Fig. 1: run 1, nets reached from selected ports
Drawn at 4 px/um.
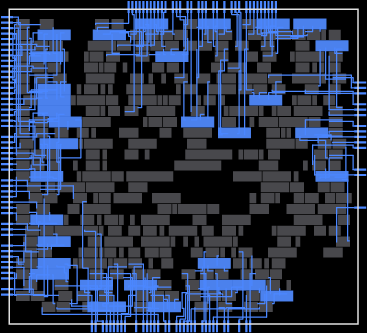
Fig. 2: run 1, clock wires, drivers and flops
Drawn at 6 px/um.
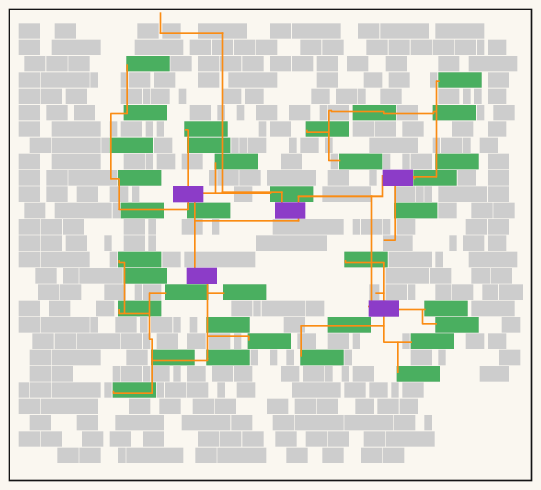
Fig. 3: run 1, placement by cell class
Drawn at 4 px/um. Fill, decap, tap and diode cells in grey.
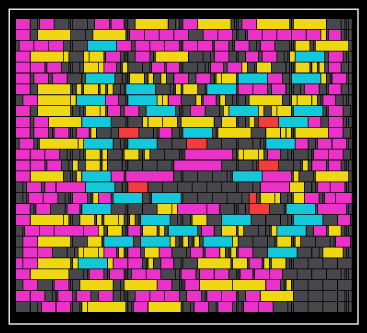
Design sel_pipe_mux, sky130hd; sources not shown.
==> impl_metrics.yaml, run 1 <==
# yosys + openroad results
global_routing:
  grt_pass1_vias: 2200
  grt_pass1_wl_mm: 10.32
  grt_usage: 0.2015
  grt_overflow: 0
  grt_max_degree: 21
finish:
  buffers: 180
  seq_share: 0.1690
  comb_share: 0.2999
  fill_cells: 497
  buffer_area_frac: 0.4520
  logic_gate_count: 105
  inverters: 35
  seq_cell_count: 35
  drive_gt1_frac: 0.1436
  final_cell_mix: "129 x clkdlybuf4s50_1, 37 x dlygate4sd2_1, 35 x inv_1, 35 x dfxtp_1"
  register_area_um2: 700.7
  largest_reg_flops: 32
  clk_share: 0.02112
  clock_buffers: 6
sta:
  setup_viol: 0
  whs_ps: 301.4
  fin_crit_ps: 1584
  drv_slew: 0
  layout_worst_path_cycle_share: 0.9903
  grt_setup_unrepaired: "no"
worst_hold_path:
  hold_depth: 2
  worst_hold_path_type: "reg -> reg"
drt:
  vias: 2080
  drc: 0
  firstDrtPassIters: 4
  ant_nets: 0
  wl_mm: 6.644
  drt_iter0_drc: 18
  wl_per_cell_um: 14.80
  viasPerCell: 4.633
clock_network:
  hold_buffers: 0
  cts_made_buffers: 5
  h-tree-depth: 2
  cts_max_path_buffers: 2
  clkSinkCount: 35
  clkSlewWorstSetupHoldPaths_ps: 60
worst_setup_path:
  rrSetupSlack_ps: 280
  cp_slowest_cell: "dlygate4sd2_1"
  critPathLaunchType: "primary input"
  worstPathCellList: "dlygate4sd2_1 > nand2b_4 > and2_4 > buf_6"
  cp.arrival_ps: 1030
  required_ps: 1050
  slowest_delay_ps: 240
  r2r_cells: 5
  crit_buf_inv: 2
synth:
  ys_sh_adder: 0
  top_area_cell: "dfxtp_1"
  syn_area_um2: 2200
  ys_area_um2: 2200
  numSynthFlops: 35
  muxShareOfSynthArea: 0.4875
  simple_gate_share: 0.06598
  ys_types: 16
  logic_family: "multiplexers"
  postSynthSeqShare: 0.3185
  top_area_frac: 0.3185
  yosys_warnings: 0
  yosys.area_share.aoi: 0.003413
  fp_nets: 326
  yosys_cells: 192
power:
  p_sw_uw: 613.9
  netSwitchingFraction: 0.2440
  seq_power_uw: 991
  p_int_mw: 1.903
  leakagePower_nw: 1.993
  vdd_ir_drop_max_v: 0.0002900
  comb-power_uw: 899
floorplan:
  fp_util: 0.3558
  die-height_um: 78.31
  taps: 87
  die-area_um2: 6796
place:
  dp_hpwl_mm: 5.093
  place_ws_ps: -562.0
  post_dp_cell_area_um2: 3984
  dp.cells: 439
job:
  tool_warnings: 26
run_status:
  status: "completed"
Back to the opening pictures, Fig. 1:
- in_data: blue (direction input; edge 47 left, 34 top, 33 bottom, 14 right; end cells 32; buffers 128; wire 2450 um)
Port Buffers: 169
boundary pin count: 171

Back to the opening pictures, Fig. 2:
- clock wires: orange (length 409 um)
- clock-net drivers: purple (count 5)
- flip-flops: green (count 35)
- routed clock nets: 6
Clock Power: 626 uW
clock share of power: 0.249
worst-skew pair later-pin latency: 280 ps

Back to the opening pictures, Fig. 3:
- clock drivers and dummy loads: red (cells 7; share of their area 2.2%)
- remaining logic cells: yellow (cells 140; share of their area 34%)
- remaining buffers and delay cells: magenta (cells 180; share of their area 46%)
- registers: cyan (cells 35; share of their area 17%)
Rows: 27
Core Area: 6182 um2
fin area: 4146 um2

==> run 1: synth_stat cells, drive strengths merged <==
cell,instances
dfxtp,35
inv,35
mux2i,34
nand2,34
mux4,32
buf,13
clkbuf,4
a21boi,1
and2,1
conb,1
nand2b,1
nand3,1
==> run 1: worst register-to-register path, delay by kind of cell, from the launching register on <==
| kind | cells | cell delay (ps) |
|---|---|---|
| flops | 1 | 380 |
| simple gates | 2 | 180 |
| mux | 1 | 210 |
| buf+inv | 2 | 320 |
==> run 1: metal layers <==
metal / global-route usage / vias to the layer above / share of wire
met2: 0.3945 / 94 / 0.56
met1: 0.2148 / 979 / 0.36
li1: - / 1000 / -
met5: 0 / - / 0
met4: 0.04500 / 0 / 0.0086
met3: 0.04732 / 7 / 0.069
## Run 2: what changed since run 1
Settings changed: CAP_MARGIN set to 20.
Fig. 4: run 2, clock wires, drivers and flops
Drawn at 6 px/um.
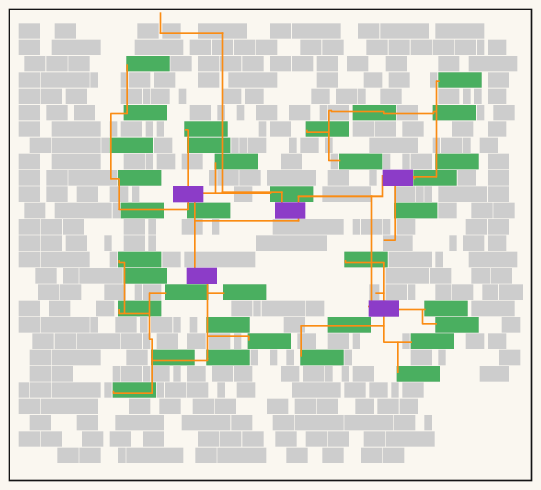
- clock-net drivers: purple (count 5)
- flip-flops: green (count 35)
- clock wires: orange (length 409 um)
- routed clock nets: 6

==> run 2 against run 1 <==
Die area stayed put. Via count is the same. First-iteration DRC count did not move. Core utilization unchanged. Combinational power about the same. Fmax unchanged. Final area stayed put. Clock-buffer cell count stayed put. Synthesized area is the same.
==> impl_metrics.yaml, run 2 <==
# yosys + openroad results
run_status:
  status: "completed"
worst_setup_path:
  cp_slowest_cell: "dlygate4sd2_1"
  r2r_cells: 5
  cp_top_family: "buffers and inverters"
  slowest_delay_ps: 240
  critPathCaptureType: "output port"
  worstPathCellList: "dlygate4sd2_1 > nand2b_4 > and2_4 > buf_6"
  required_ps: 1050
  crit_buf_inv: 2
  cp.arrival_ps: 1030
  critPathLaunchType: "primary input"
  rrSetupSlack_ps: 280
drt:
  drc: 0
  vias: 2080
  ant_nets: 0
  firstDrtPassIters: 4
  viasPerCell: 4.633
  drt_iter0_drc: 18
  wl_per_cell_um: 14.80
  wl_mm: 6.644
finish:
  final_area_um2: 4146
  final_cell_mix: "129 x clkdlybuf4s50_1, 37 x dlygate4sd2_1, 35 x inv_1, 35 x dfxtp_1"
  lay_top_count: "clkdlybuf4s50_1"
  n_antenna_cell: 0
  largest_reg_flops: 32
  drive_gt1_frac: 0.1436
  final_cells: 449
synth:
  top_area_cell: "dfxtp_1"
  edf_count: 0
  ys_sh_adder: 0
  ys_types: 16
  numSynthFlops: 35
  simple_gate_share: 0.06598
  ys_area_um2: 2200
  yosys_warnings: 0
  yosys_cells: 192
  topCellsByArea: "dfxtp_1 32%, mux4_2 30%, mux2i_1 15%"
  yosys.area_share.aoi: 0.003413
  syn_inst: 192
  postSynthSeqShare: 0.3185
  async_reset_ff_frac: 0
  top_area_frac: 0.3185
  fp_nets: 326
  muxShareOfSynthArea: 0.4875
  syn_area_um2: 2200
  ff_type: "dfxtp_1"
  logic_family: "multiplexers"
  synthTopCellsByCount: "35 x dfxtp_1, 35 x inv_1, 34 x mux2i_1, 34 x nand2_1, 29 x mux4_2"
power:
  top_power_group: "registers"
  seq_power_uw: 991
  leakagePower_nw: 1.993
  netSwitchingFraction: 0.2440
  vdd_ir_drop_max_v: 0.0002900
  pwr.group.clock_uw: 626
  p_sw_uw: 613.9
  power_mw: 2.517
  p_clk_frac: 0.249
  p_int_mw: 1.903
  seq_power_share: 0.394
  power-per-cell-area_nw_per_um2: 606.9
  comb-power_uw: 899
  comb_power_share: 0.357
place:
  dp_hpwl_mm: 5.093
  dp.cells: 439
  portBuffers: 169
  place.gp.congestion: 0.6993
  post_dp_cell_area_um2: 3984
  place_ws_ps: -562.0
sta:
  drv_slew: 0
  setup_viol: 0
  grt_setup_unrepaired: "no"
  hold_viol_final: 0
  layout_worst_path_cycle_share: 0.9903
  whs_ps: 301.4
  fin_crit_ps: 1584
  worst_slack_ps: 15.52
global_routing:
  grt_usage: 0.2015
  grt_overflow: 0
  grt_pass1_vias: 2200
  grt_max_degree: 21
  grt_pass1_wl_mm: 10.32
  antenna_found_initial: 0
clock_network:
  cts_max_path_buffers: 2
  cts_made_buffers: 5
  clock_latency_ps: 280
  hold_buffers: 0
  clkSlewWorstSetupHoldPaths_ps: 60
  clkSinkCount: 35
  h-tree-depth: 2
  cts_tree: "built"
job:
  tool_warnings: 26
  maxCapViolCount: 0
floorplan:
  num_rows: 27
  fp_util: 0.3558
  coreArea_um2: 6182
  top_level_ports: 171
  die-area_um2: 6796
  die_w_um: 86.79
  die-height_um: 78.31
worst_hold_path:
  worst_hold_path_type: "reg -> reg"
  hold_depth: 2
Fig. 5: run 2, placement by cell class
Drawn at 4 px/um. Fill, decap, tap and diode cells in grey.
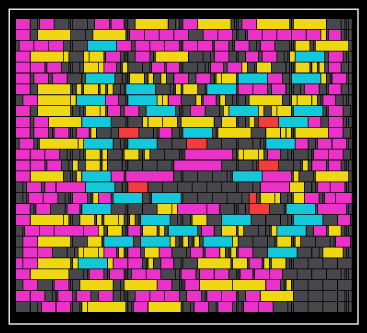
- remaining logic cells: yellow (cells 140; share of their area 34%)
- remaining buffers and delay cells: magenta (cells 180; share of their area 46%)
- registers: cyan (cells 35; share of their area 17%)
- clock drivers and dummy loads: red (cells 7; share of their area 2.2%)
Seq area share: 0.1690
Finished Core Util: 0.6707

## run 2: cell counts after synthesis
No cell type changed its count.
## run 2: final cells by class
class | instances | area, um2
timing repair buffer | 180 | 1874
clock inverter | 1 | 5.005
tap | 87 | 108.9
inverter | 35 | 131.4
sequential | 35 | 700.7
clock buffer | 6 | 82.58
fill | 497 | 2036
multi-input combinational | 105 | 1244
## run 2: per-layer routing
layer,routed length (um),part of all wire,GRT usage
met5,0,0,0
met4,57,0.0086,0.04500
met3,458,0.069,0.04732
met2,3715,0.56,0.3945
met1,2413,0.36,0.2148
## run 2: cells by family after synthesis
kind of cell,Yosys count
compound gates,1
buf+inv,52
flops,35
mux,66
other cells,1
simple gates,37
## run 2: what timing repair did
action,CTS,global route
gates cloned,3,0
gates resized,46,3
setup endpoints to repair,70,1
No activity file was given, so power comes from the tool's default toggle rates.
